<file path="src/rtl/bft_pkg.sv">
// Shared types and lane arithmetic for the butterfly transform engine.
// Samples are {real, imag}, with each lane LANE_W bits wide.
package bft_pkg;

    localparam int unsigned DATA_W = 32;
    localparam int unsigned LANE_W = DATA_W / 2;

    typedef enum logic [2:0] {
        IDLE      = 3'd0,
        LOAD_A    = 3'd1,
        LOAD_B    = 3'd2,
        PUSH_SUM  = 3'd3,
        PUSH_DIFF = 3'd4
    } bftState_e;

    // Per-lane wrap-around arithmetic; no carry crosses between the lanes.
    function automatic logic [DATA_W-1:0] laneAdd(input logic [DATA_W-1:0] a,
                                                  input logic [DATA_W-1:0] b);
        logic [LANE_W-1:0] re;
        logic [LANE_W-1:0] im;
        re = a[DATA_W-1:LANE_W] + b[DATA_W-1:LANE_W];
        im = a[LANE_W-1:0] + b[LANE_W-1:0];
        return {re, im};
    endfunction

    function automatic logic [DATA_W-1:0] laneSub(input logic [DATA_W-1:0] a,
                                                  input logic [DATA_W-1:0] b);
        logic [LANE_W-1:0] re;
        logic [LANE_W-1:0] im;
        re = a[DATA_W-1:LANE_W] - b[DATA_W-1:LANE_W];
        im = a[LANE_W-1:0] - b[LANE_W-1:0];
        return {re, im};
    endfunction

endpackage

</file>
<file path="src/rtl/bft_fifo.sv">
// Synchronous FIFO with a first-word-fall-through head.
// A push while full is only accepted when a pop frees the slot in the same cycle.
module bft_fifo #(
    parameter int WIDTH = 32,
    parameter int DEPTH = 16
) (
    input  logic                       wbClk,
    input  logic                       reset,
    input  logic                       push,
    input  logic                       pop,
    input  logic [WIDTH-1:0]           din,
    output logic [WIDTH-1:0]           dout,
    output logic [$clog2(DEPTH):0]     count,
    output logic                       full,
    output logic                       empty
);

    localparam int AW = $clog2(DEPTH);
    localparam logic [AW:0] FULL_CNT = (AW+1)'(DEPTH);

    logic [WIDTH-1:0] mem_r [DEPTH];
    logic [AW-1:0]    wrPtr_r;
    logic [AW-1:0]    rdPtr_r;
    logic [AW:0]      count_r;
    logic             doPush_s;
    logic             doPop_s;

    assign empty    = (count_r == {(AW+1){1'b0}});
    assign full     = (count_r == FULL_CNT);
    assign count    = count_r;
    assign dout     = mem_r[rdPtr_r];
    assign doPop_s  = pop && !empty;
    assign doPush_s = push && (!full || doPop_s);

    // Storage array; contents need no reset since count gates visibility.
    always_ff @(posedge wbClk) begin
        if (doPush_s) begin
            mem_r[wrPtr_r] <= din;
        end
    end

    // Pointer and occupancy bookkeeping.
    always_ff @(posedge wbClk or negedge reset) begin
        if (!reset) begin
            wrPtr_r <= {AW{1'b0}};
            rdPtr_r <= {AW{1'b0}};
            count_r <= {(AW+1){1'b0}};
        end else begin
            if (doPush_s) begin
                wrPtr_r <= wrPtr_r + 1'b1;
            end
            if (doPop_s) begin
                rdPtr_r <= rdPtr_r + 1'b1;
            end
            case ({doPush_s, doPop_s})
                2'b10:   count_r <= count_r + 1'b1;
                2'b01:   count_r <= count_r - 1'b1;
                default: count_r <= count_r;
            endcase
        end
    end

endmodule

</file>
<file path="src/rtl/bft_core.sv">
// Butterfly engine: pairs consecutive input samples (A, B) and emits A+B then A-B.
// Input words arriving at a full input FIFO are dropped and latch the error flag.
module bft_core
    import bft_pkg::*;
#(
    parameter int DATA_WIDTH = DATA_W,
    parameter int IN_DEPTH   = 16,
    parameter int OUT_DEPTH  = 16
) (
    input  logic                  wbClk,
    input  logic                  reset,
    input  logic                  wbDataForInput,
    input  logic [DATA_WIDTH-1:0] wbInputData,
    input  logic                  wbWriteOut,
    output logic                  wbDataForOutput,
    output logic [DATA_WIDTH-1:0] wbOutputData,
    output logic                  error
);

    localparam int IAW = $clog2(IN_DEPTH);
    localparam int OAW = $clog2(OUT_DEPTH);
    localparam logic [IAW:0] IN_MIN    = (IAW+1)'(2);
    localparam logic [OAW:0] OUT_LIMIT = (OAW+1)'(OUT_DEPTH - 2);

    bftState_e             state_r;
    bftState_e             nextState_s;
    logic [DATA_WIDTH-1:0] capA_r;
    logic [DATA_WIDTH-1:0] capB_r;

    logic                  inPush_s;
    logic                  inPop_s;
    logic [DATA_WIDTH-1:0] inDout_s;
    logic [IAW:0]          inCount_s;
    logic                  inFull_s;
    logic                  inEmpty_s;
    logic                  drop_s;

    logic                  outPush_s;
    logic                  outPop_s;
    logic [DATA_WIDTH-1:0] outDin_s;
    logic [DATA_WIDTH-1:0] outDout_s;
    logic [OAW:0]          outCount_s;
    logic                  outFull_s;
    logic                  outEmpty_s;
    logic                  startPair_s;

    assign inPush_s    = wbDataForInput && (!inFull_s || inPop_s);
    assign drop_s      = wbDataForInput && inFull_s && !inPop_s;
    assign outPop_s    = wbWriteOut && !outEmpty_s;
    // Two free output slots guarantee the sum/diff pushes can never overflow.
    assign startPair_s = (inCount_s >= IN_MIN) && (outCount_s <= OUT_LIMIT);

    bft_fifo #(.WIDTH(DATA_WIDTH), .DEPTH(IN_DEPTH)) inFifo (
        .wbClk (wbClk),
        .reset (reset),
        .push  (inPush_s),
        .pop   (inPop_s),
        .din   (wbInputData),
        .dout  (inDout_s),
        .count (inCount_s),
        .full  (inFull_s),
        .empty (inEmpty_s)
    );

    bft_fifo #(.WIDTH(DATA_WIDTH), .DEPTH(OUT_DEPTH)) outFifo (
        .wbClk (wbClk),
        .reset (reset),
        .push  (outPush_s),
        .pop   (outPop_s),
        .din   (outDin_s),
        .dout  (outDout_s),
        .count (outCount_s),
        .full  (outFull_s),
        .empty (outEmpty_s)
    );

    // Next-state and datapath strobes of the pairing FSM.
    always_comb begin
        nextState_s = state_r;
        inPop_s     = 1'b0;
        outPush_s   = 1'b0;
        outDin_s    = {DATA_WIDTH{1'b0}};
        case (state_r)
            IDLE: begin
                if (startPair_s) begin
                    nextState_s = LOAD_A;
                end else begin
                    nextState_s = IDLE;
                end
            end
            LOAD_A: begin
                inPop_s     = 1'b1;
                nextState_s = LOAD_B;
            end
            LOAD_B: begin
                inPop_s     = 1'b1;
                nextState_s = PUSH_SUM;
            end
            PUSH_SUM: begin
                outPush_s   = 1'b1;
                outDin_s    = laneAdd(capA_r, capB_r);
                nextState_s = PUSH_DIFF;
            end
            PUSH_DIFF: begin
                outPush_s   = 1'b1;
                outDin_s    = laneSub(capA_r, capB_r);
                nextState_s = IDLE;
            end
            default: begin
                nextState_s = IDLE;
            end
        endcase
    end

    // State register and A/B operand capture from the input FIFO head.
    always_ff @(posedge wbClk or negedge reset) begin
        if (!reset) begin
            state_r <= IDLE;
            capA_r  <= {DATA_WIDTH{1'b0}};
            capB_r  <= {DATA_WIDTH{1'b0}};
        end else begin
            state_r <= nextState_s;
            case (state_r)
                LOAD_A:  capA_r <= inDout_s;
                LOAD_B:  capB_r <= inDout_s;
                default: capA_r <= capA_r;
            endcase
        end
    end

    // Registered host-side outputs; read data holds between valid pulses.
    always_ff @(posedge wbClk or negedge reset) begin
        if (!reset) begin
            wbDataForOutput <= 1'b0;
            wbOutputData    <= {DATA_WIDTH{1'b0}};
            error           <= 1'b0;
        end else begin
            wbDataForOutput <= outPop_s;
            if (outPop_s) begin
                wbOutputData <= outDout_s;
            end
            error <= error | drop_s;
        end
    end

endmodule

</file>
<file path="config.mk">
export PLATFORM = sky130hd
export DESIGN_NAME = bft_core
export DESIGN_NICKNAME = d
export VERILOG_FILES = /design/src/rtl/bft_pkg.sv /design/src/rtl/bft_fifo.sv /design/src/rtl/bft_core.sv
export SDC_FILE = /design/constraint.sdc
export NUM_CORES = 1
export LEC_CHECK = 0
export CAP_MARGIN = 10
export CORE_MARGIN = 1
export CORE_UTILIZATION = 44
export DETAILED_ROUTE_END_ITERATION = 12
export SLEW_MARGIN = 20
export SYNTH_ARGS = -nofsm -noshare
export SYNTH_HDL_FRONTEND = slang
export SYNTH_SLANG_ARGS = --single-unit
</file>
<file path="constraint.sdc">
create_clock -name wbClk -period 6.6 [get_ports wbClk]
set_clock_uncertainty 0.05 [all_clocks]
set_input_delay 0.66 -clock wbClk [delete_from_list [all_inputs] [get_ports wbClk]]
set_output_delay 0.66 -clock wbClk [all_outputs]
set_load 0.01 [all_outputs]
</file>
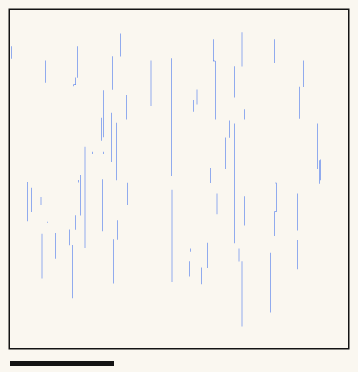
Figure 1: run 1, signal wires on met4.
Scale bar: 100 um.
wire length on this layer = 1920 um
share of all routed wire = 2.0%
main direction = vertical
longest straight run = 115 um

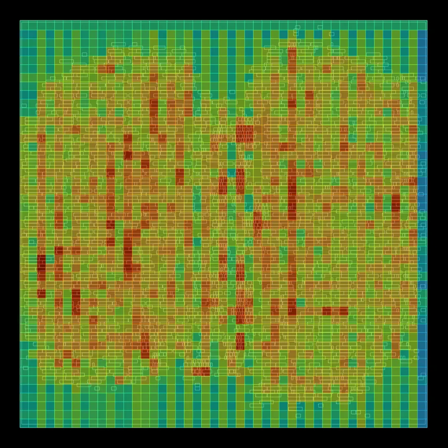
Figure 2: run 1, routing congestion map.
grt met3 use: 2.63%
core occupancy in the finished layout: 50.5%
wire length per cell after detailed routing: 25.3 um
most heavily used metal layer in global routing: met2
met1 track demand over resource: 25.0%

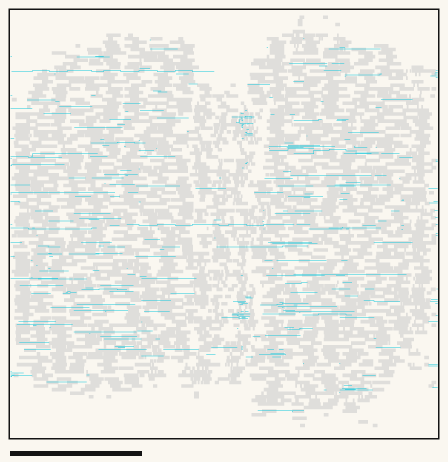
Figure 3: run 1, metal 3.
Scale bar: 100 um.
wire length on this layer = 4480 um
share of all routed wire = 4.6%
nets with wire on the layer = 164
main direction = horizontal

## run 1: flip-flops by register name, indices dropped and copies added, names as in the netlist, 5 cells and up
| register | flops |
|---|---|
| capA_r | 32 |
| inFifo.mem_r | 512 |
| outFifo.count | 5 |
| wbOutputData | 32 |
| capB_r | 32 |
| inFifo.count | 5 |
| outFifo.mem_r | 512 |
## run 1: layer usage
metal  global-route usage [%]  wire (um)
met3                     2.63       4480
met2                     32.4      50400
met1                     25.0      40600
met5                        0         32
met4                     4.84       1920
## run 1: stage by stage
stage               cell area (um^2)  hold slack (ns)  power [mW]  cells
finish                         52200            0.419        25.8   3859
global route                   52200            0.441        27.1   3858
CTS                            52200            0.428        26.0   3857
detailed placement             48500            0.413        19.6   3639
global placement               48500            0.406        19.3   3639
floorplan                      45900            0.314        16.8   2236
==> impl_report.txt, run 1 <==
==== FLOW RESULTS ====
----------------------------------------------------
[Power and ir drop]
  Internal power of the cells ........................ 17.4 mW
  Peak supply drop ........................ 0.000468 V
  Logic gate share of total power ........................ 34.8%
  P_comb ........................ 8.98 mW
  Fraction of power spent switching nets ........................ 32.4%
  Total power density per cell area ........................ 494 nW/um^2
  Largest power group ........................ sequential cells
  Power in sequential cells ........................ 10.4 mW
  Clk network pwr share ........................ 24.7%

[Global routing]
  Via count of the first global-routing pass ........................ 22.9k
  First-pass GRT wire length ........................ 147000 um
  Global-route usage over all layers ........................ 18.7%
  Initial antenna violation count ........................ 4

[Final timing]
  Setup-violating endpoint count in the final report ........................ 0
  Slew at the pin closest to its max-slew limit ........................ 1.09 ns
  Crit path time final ........................ 4.15 ns
  Final hold violation count ........................ 0
  Worst-case headroom to the max-slew limit ........................ 27.3%
  Number of slew-limit violations in the final report ........................ 0
  RSZ-0062 raised after global routing ........................ no
  Worst path setup slack after routing ........................ 2.45 ns
  Setup_tns ........................ 0 ns

[Worst setup path]
  Endpoint class of the critical path ........................ register
  Destination of the critical timing path ........................ outFifo.mem_r[8][10]$_DFFE_PP_
  Crit. path cell count ........................ 11
  Arrival time at the worst endpoint ........................ 4.46 ns
  Crit. Startpoint ........................ state_r[2]$_DFF_PN0_
  Maximum fanout count along the critical path ........................ 16
  Slack of the worst reg-to-reg path ........................ 2.45 ns
  Category of cells accounting for the largest share of critical-path delay ........................ simple AND/OR/NAND/NOR gates
  Setup CP Type ........................ register to register
  Critical-path cell with the highest stage delay ........................ nor2_1
  Largest stage delay on the critical path ........................ 0.69 ns

[Clock tree]
  Number of gates resized after cts ........................ 0
  Clock-pin transition on the worst setup and hold timing paths ........................ 0.06 ns
  Clk sinks ........................ 1151
  Root cell of the clock tree ........................ clkbuf_16
  Number of buffers added to fix hold violations after cts ........................ 1
  Clock latency of the later-clocked register in the worst-skew pair ........................ 0.68 ns
  CTS max path bufs ........................ 3
  Buffers inserted during post-CTS setup optimization ........................ 0
  H-tree levels ........................ 3

[Floorplanning]
  Core outline area ........................ 103000 um^2
  Overall die height ........................ 325 um
  Initial core utilization ........................ 44.4%
  TAP cells ........................ 1380
  Number of top-level design ports ........................ 70
  Placement row count ........................ 118
  Die width ........................ 325 um

[Finish]
  Most frequent standard cell in the layout excluding fill and tap cells ........................ edfxtp_1
  Total Nets Final ........................ 2466
  Tally of clock buffers in the finished layout ........................ 145
  Inserted Diodes ........................ 2
  Number of signal-net inverters in the final layout ........................ 35
  Logic share of the area ........................ 22.2%
  Layout area overhead ........................ 13.7%
  Register share of the cell area ........................ 65.0%
  Non-Clock Buffer Area Fraction ........................ 2.16%

[Hold path]
  Number of stages on the worst hold path ........................ 1
  Hold wc startpoint ........................ error$_DFF_PN0_
  Kind of path behind the tightest hold check ........................ register to register

[Placement]
  IO buf count ........................ 69
  Post-placement setup slack ........................ 2.10 ns

[Synthesis]
  Fraction of the mapped netlist area in adder cells ........................ 1.51%
  Cell taking the most area after synthesis ........................ edfxtp_1
  Unique cell types ........................ 57
  Parity-gate share of the synthesized area counting xor and xnor cells ........................ 1.32%
  Multiplexer share of the synthesized area ........................ 17.1%
  Yosys stat area ........................ 45900 um^2
  Most repeated cell in the gate-level netlist after synthesis ........................ edfxtp_1
  Post-synth EDFFs ........................ 1024
  AO/OA Area Share ........................ 1.82%
  Post-synthesis cell count from yosys ........................ 2236
  Share of the synthesized area in the top cell type ........................ 66.9%
  Number of nets at floorplan ........................ 2325
  Leading post-synthesis cells by cell area ........................ edfxtp_1 (67%), mux4_2 (16%), dfrtp_1 (6.9%)
  Most used DFF post-synth ........................ edfxtp_1
  Syn Area/Cell ........................ 20.5 um^2
  Top cells by count, synth ........................ edfxtp_1 (1024), mux4_2 (320), nand2_1 (148)
  Combined area of all synthesized cells ........................ 45900 um^2

[Outcome]
  Result of the run ........................ finished, final reports clean

[Drt]
  Post-route DRC ........................ 0
  Initial DRT Pass Iterations ........................ 6
  Vias after detailed routing ........................ 21.6k
  Via-to-Cell Ratio ........................ 5.60
  DRC violation total after the first TritonRoute iteration ........................ 1803
  Post-route antenna net violation count ........................ 0

----------------------------------------------------
Figure 4. M2 wires (run 1).
Scale bar: 100 um.
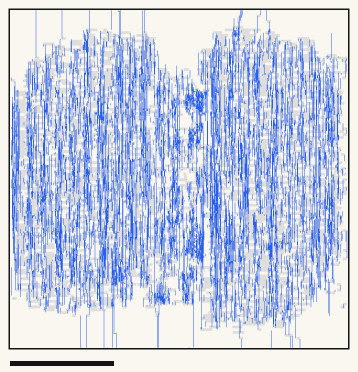

## Run 2: what changed since run 1
==> constraint.sdc (replaced) <==
create_clock -name wbClk -period 4.32 [get_ports wbClk]
set_clock_uncertainty 0.05 [all_clocks]
set_input_delay 0.432 -clock wbClk [delete_from_list [all_inputs] [get_ports wbClk]]
set_output_delay 0.432 -clock wbClk [all_outputs]
set_load 0.01 [all_outputs]
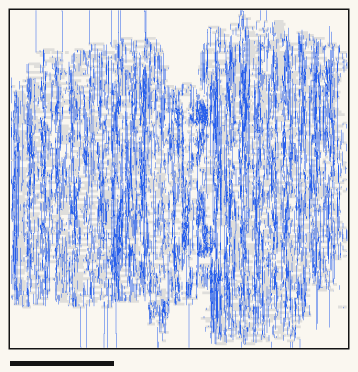
Figure 5: run 2, M2 wires.
Scale bar: 100 um.
wire length on this layer = 50.5 mm
nets with wire on the layer = 2186
longest straight run = 141 um
share of all routed wire = 51%
main direction = vertical
vias after detailed routing: 21.6k
met2 capacity usage during global routing: 32.9%
total detailed-routing wirelength: 98500 um

==> run 2 against run 1 <==
Effect of this change:
- wire length increased by 1.1%
- combinational power rose by 54%
- clock-buffer cell count up 13
- sequential share of layout area fell by 0.33 points
- synthesized cell count did not move
- die size unchanged
- sequential power increased by 54%
- non-clock buffer count rose by 17
- register-to-register slack worse by 2.1 ns
- clock power rose by 52%
- final area increased by 0.50%
- largest cell class unchanged
==> impl_report.txt, run 2 <==
==== FLOW RESULTS ====
----------------------------------------------------
[Global routing]
  Most heavily used metal layer in global routing ........................ met2
  Met1 track demand over resource ........................ 25.2%
  First-pass GRT wire length ........................ 149000 um
  Via count of the first global-routing pass ........................ 23.0k
  Global-route usage over all layers ........................ 19.0%
  Initial antenna violation count ........................ 4
  Grt met3 use ........................ 3.05%

[Finish]
  Most frequent standard cell in the layout excluding fill and tap cells ........................ edfxtp_1
  Mi-comb count ........................ 949
  Filler Cells Inserted ........................ 8196
  Total Nets Final ........................ 2482
  Register share of the cell area ........................ 64.7%
  Tally of clock buffers in the finished layout ........................ 158
  Area used by sequential logic in the layout ........................ 33900 um^2
  Number of signal-net inverters in the final layout ........................ 35
  Final non-filler cell area ........................ 52500 um^2
  Largest registers in the final layout ........................ inFifo.mem_r: 512 flops, outFifo.mem_r: 512 flops
  Non-Clock Buffer Area Fraction ........................ 2.72%
  Layout area overhead ........................ 14.2%
  Logic share of the area ........................ 22.0%
  Core occupancy in the finished layout ........................ 50.7%
  Inserted Diodes ........................ 1
  Post-route non-filler standard cell count ........................ 3870

[Worst setup path]
  R2R depth ........................ 11
  Destination of the critical timing path ........................ outFifo.mem_r[1][9]$_DFFE_PP_
  Category of cells accounting for the largest share of critical-path delay ........................ simple AND/OR/NAND/NOR gates
  Slack of the worst reg-to-reg path ........................ 0.35 ns
  Crit. Startpoint ........................ state_r[2]$_DFF_PN0_
  Setup CP Type ........................ register to register
  Maximum fanout count along the critical path ........................ 16
  Endpoint class of the critical path ........................ register
  Critical-path cell with the highest stage delay ........................ nor2_1
  Crit. path cell count ........................ 11
  Arrival time at the worst endpoint ........................ 4.26 ns

[Synthesis]
  Most used DFF post-synth ........................ edfxtp_1
  Multiplexer share of the synthesized area ........................ 17.1%
  Top cells by count, synth ........................ edfxtp_1 (1024), mux4_2 (320), nand2_1 (148)
  Most repeated cell in the gate-level netlist after synthesis ........................ edfxtp_1
  Yosys stat area ........................ 45900 um^2
  Leading post-synthesis cells by cell area ........................ edfxtp_1 (67%), mux4_2 (16%), dfrtp_1 (6.9%)
  Fraction of the mapped netlist area in adder cells ........................ 1.51%
  Syn Area/Cell ........................ 20.5 um^2
  AO/OA Area Share ........................ 1.82%
  Post-synth EDFFs ........................ 1024
  Combined area of all synthesized cells ........................ 45900 um^2
  Post-synthesis cell count from yosys ........................ 2236
  Share of the synthesized area in the top cell type ........................ 66.9%
  Cell taking the most area after synthesis ........................ edfxtp_1
  Number of nets at floorplan ........................ 2325

[Placement]
  Cell Count Post-Placement ........................ 3656
  Post-place instance area ........................ 48800 um^2
  Post-placement setup slack ........................ 0.180 ns
  IO buf count ........................ 69

[Final timing]
  Worst hold margin ........................ 0.273 ns
  Setup_tns ........................ 0 ns
  Crit path time final ........................ 3.97 ns
  Setup-violating endpoint count in the final report ........................ 0
  Worst path setup slack after routing ........................ 0.345 ns
  Number of slew-limit violations in the final report ........................ 0
  RSZ-0062 raised after global routing ........................ no
  Slew at the pin closest to its max-slew limit ........................ 1.13 ns
  Worst-case headroom to the max-slew limit ........................ 24.7%

[Floorplanning]
  Placement row count ........................ 118
  Number of top-level design ports ........................ 70
  Core outline area ........................ 103000 um^2
  Die width ........................ 325 um
  Initial core utilization ........................ 44.4%
  TAP cells ........................ 1380
  Overall die height ........................ 325 um

[Drt]
  Sum of met3 wire segment lengths after detailed routing ........................ 4100 um
  Met2 wire length ........................ 50500 um
  DRC violation total after the first TritonRoute iteration ........................ 1892
  Post-route DRC ........................ 0
  Post-route antenna net violation count ........................ 0
  Wire length per cell after detailed routing ........................ 25.5 um
  Via-to-Cell Ratio ........................ 5.58
  Highest routing layer actually used ........................ met5
  Initial DRT Pass Iterations ........................ 7

[Clock tree]
  Clock latency of the later-clocked register in the worst-skew pair ........................ 0.69 ns
  CTS max path bufs ........................ 3
  Clock-pin transition on the worst setup and hold timing paths ........................ 0.06 ns
  Clk sinks ........................ 1151
  Buffers inserted during post-CTS setup optimization ........................ 0
  H-tree levels ........................ 3

[Hold path]
  Kind of path behind the tightest hold check ........................ primary input to asynchronous set/reset pin

[Power and ir drop]
  Peak supply drop ........................ 0.000522 V
  Total power density per cell area ........................ 753 nW/um^2
  Final Total Pwr ........................ 39.5 mW

[Outcome]
  Result of the run ........................ finished, final reports clean

----------------------------------------------------
run 2: cell count changes in the layout (fill, tap and decap cells not counted), moves of 3 or more:
cell / change
buf_12: +14
clkbuf_8: +9
clkinv_2: -8
clkinvlp_4: -6
clkbuf_1: +5
clkinv_1: -4
nor2_1: -4
nor2_2: +4
buf_4: +3
run 2: report_power, final:
| part | switching, mW | leakage, nW | internal, mW |
|---|---|---|---|
| registers | 1.15 | 10.9 | 14.9 |
| clock network | 4.06 | 1.78 | 5.62 |
| logic | 7.52 | 4.73 | 6.28 |
| total | 12.7 | 17.4 | 26.8 |
run 2: what timing repair did:
action                                  4_1_cts  5_1_grt
hold buffers                                  1        0
hold endpoints to repair                     54        0
resized                                       0        3
endpoints found under the setup margin        0       48
Figure 6. Routing congestion map (run 2).
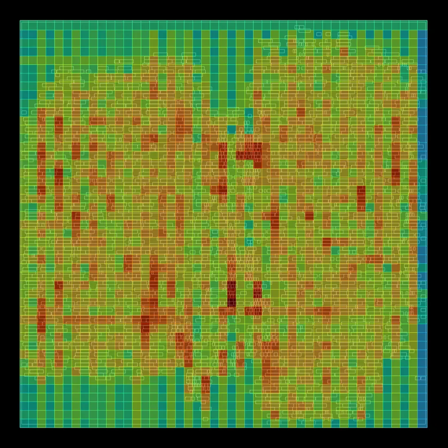

## Run 3: what changed since run 2
--- a/config.mk
+++ b/config.mk
@@ -9,6 +9,8 @@
 export CORE_MARGIN = 1
 export CORE_UTILIZATION = 44
 export DETAILED_ROUTE_END_ITERATION = 12
+export GPL_TIMING_DRIVEN = 0
+export RECOVER_POWER = 25
 export SLEW_MARGIN = 20
 export SYNTH_ARGS = -nofsm -noshare
 export SYNTH_HDL_FRONTEND = slang
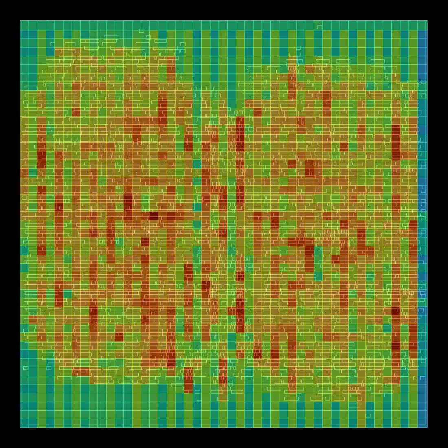
Figure 7: run 3, routing congestion map.
global-route usage over all layers: 19.9%
met2 capacity usage during global routing: 35.3%
grt met3 use: 2.99%
core occupancy in the finished layout: 51.1%
wire length per cell after detailed routing: 26.3 um

==> run 3 against run 2 <==
Effect of this change:
- the flow now finishes with violations (capacitance limit, slew limit)
- power grew 1.2%
- first-iteration DRC count up 1.0%
- die size did not move
- final area rose by 0.74%
- critical path type unchanged
==> impl_report.txt, run 3 <==
==== FLOW RESULTS ====
----------------------------------------------------
[Worst setup path]
  Setup CP Type ........................ register to register
  Category of cells accounting for the largest share of critical-path delay ........................ simple AND/OR/NAND/NOR gates
  Maximum fanout count along the critical path ........................ 16
  Slack of the worst reg-to-reg path ........................ 0.18 ns
  Endpoint class of the critical path ........................ register
  Arrival time at the worst endpoint ........................ 4.42 ns
  Crit. path cell count ........................ 12
  Crit. Startpoint ........................ state_r[2]$_DFF_PN0_
  R2R depth ........................ 12
  Largest stage delay on the critical path ........................ 0.75 ns
  Critical-path cell with the highest stage delay ........................ nor2_1
  Destination of the critical timing path ........................ outFifo.mem_r[11][9]$_DFFE_PP_

[Floorplanning]
  Die width ........................ 325 um
  TAP cells ........................ 1380
  Number of top-level design ports ........................ 70
  Initial core utilization ........................ 44.4%
  Overall die height ........................ 325 um
  Placement row count ........................ 118

[Placement]
  Post-placement setup slack ........................ -0.865 ns
  Cell Count Post-Placement ........................ 3736
  IO buf count ........................ 69
  Post-place instance area ........................ 49300 um^2

[Power and ir drop]
  Peak supply drop ........................ 0.000391 V

[Drt]
  Post-route DRC ........................ 0
  Vias after detailed routing ........................ 22.1k
  Total detailed-routing wirelength ........................ 104000 um
  DRC violation total after the first TritonRoute iteration ........................ 1911
  Highest routing layer actually used ........................ met5
  M1 wire length ........................ 42400 um
  Sum of met3 wire segment lengths after detailed routing ........................ 4870 um
  Post-route antenna net violation count ........................ 0
  Met2 wire length ........................ 54600 um
  Initial DRT Pass Iterations ........................ 6

[Final timing]
  Slew at the pin closest to its max-slew limit ........................ 2.49 ns
  Number of slew-limit violations in the final report ........................ 37
  Setup_tns ........................ 0 ns
  Worst-case headroom to the max-slew limit ........................ -65.8%
  Crit path time final ........................ 4.14 ns
  Setup-violating endpoint count in the final report ........................ 0
  Final hold violation count ........................ 0
  Fmax ........................ 0.241 GHz
  Worst path setup slack after routing ........................ 0.179 ns
  RSZ-0062 raised after global routing ........................ no
  Worst hold margin ........................ 0.405 ns

[Finish]
  Filler Cells Inserted ........................ 8207
  Post-route non-filler standard cell count ........................ 3950
  Mi-comb count ........................ 949
  Area used by sequential logic in the layout ........................ 33900 um^2
  Most frequent standard cell in the layout excluding fill and tap cells ........................ edfxtp_1
  Largest registers in the final layout ........................ inFifo.mem_r: 512 flops, outFifo.mem_r: 512 flops
  Total Nets Final ........................ 2561
  Number of signal-net inverters in the final layout ........................ 35
  Logic share of the area ........................ 22.1%
  Final non-filler cell area ........................ 52900 um^2

[Outcome]
  Result of the run ........................ complete, but fails checks
  Failing checks ........................ capacitance limit, slew limit

[Synthesis]
  Combined area of all synthesized cells ........................ 45900 um^2
  Most repeated cell in the gate-level netlist after synthesis ........................ edfxtp_1
  Unique cell types ........................ 57
  Leading post-synthesis cells by cell area ........................ edfxtp_1 (67%), mux4_2 (16%), dfrtp_1 (6.9%)
  Top cells by count, synth ........................ edfxtp_1 (1024), mux4_2 (320), nand2_1 (148)
  Post-synthesis cell count from yosys ........................ 2236
  Syn Area/Cell ........................ 20.5 um^2
  AO/OA Area Share ........................ 1.82%
  Most used DFF post-synth ........................ edfxtp_1
  Post-synth EDFFs ........................ 1024
  Parity-gate share of the synthesized area counting xor and xnor cells ........................ 1.32%
  Number of nets at floorplan ........................ 2325
  Cell taking the most area after synthesis ........................ edfxtp_1
  Fraction of the mapped netlist area in adder cells ........................ 1.51%

[Hold path]
  Number of stages on the worst hold path ........................ 2
  Hold wc startpoint ........................ wbDataForInput
  Kind of path behind the tightest hold check ........................ primary input to register

[Clock tree]
  Clock latency of the later-clocked register in the worst-skew pair ........................ 0.68 ns
  Root cell of the clock tree ........................ clkbuf_16
  Clock-pin transition on the worst setup and hold timing paths ........................ 0.06 ns
  CTS max path bufs ........................ 3

[Global routing]
  Initial antenna violation count ........................ 9
  Via count of the first global-routing pass ........................ 23.3k
  Met1 track demand over resource ........................ 25.8%
  First-pass GRT wire length ........................ 153000 um

[Run]
  Number of violations of the max-capacitance limit ........................ 1

----------------------------------------------------
-- run 3: power by group --
group,leakage [nW],total (mW),internal [mW],switching (mW)
Sequential,10.9,15.6,14.9,0.693
Clock,1.70,9.27,5.23,4.04
Combinational,4.95,15.1,6.46,8.68
Total,17.5,40.0,26.6,13.4
-- run 3: what timing repair did --
action / 4_1_cts / 5_1_grt
buffers inserted: 0 / 0
endpoints found under the setup margin: 271 / 210
endpoints found under the hold margin: 36 / 0
hold buffers: 1 / 0
cloned: 0 / 0
gates resized: 11 / 11
Power figures rest on the tool's default switching activity, not on a simulated workload.
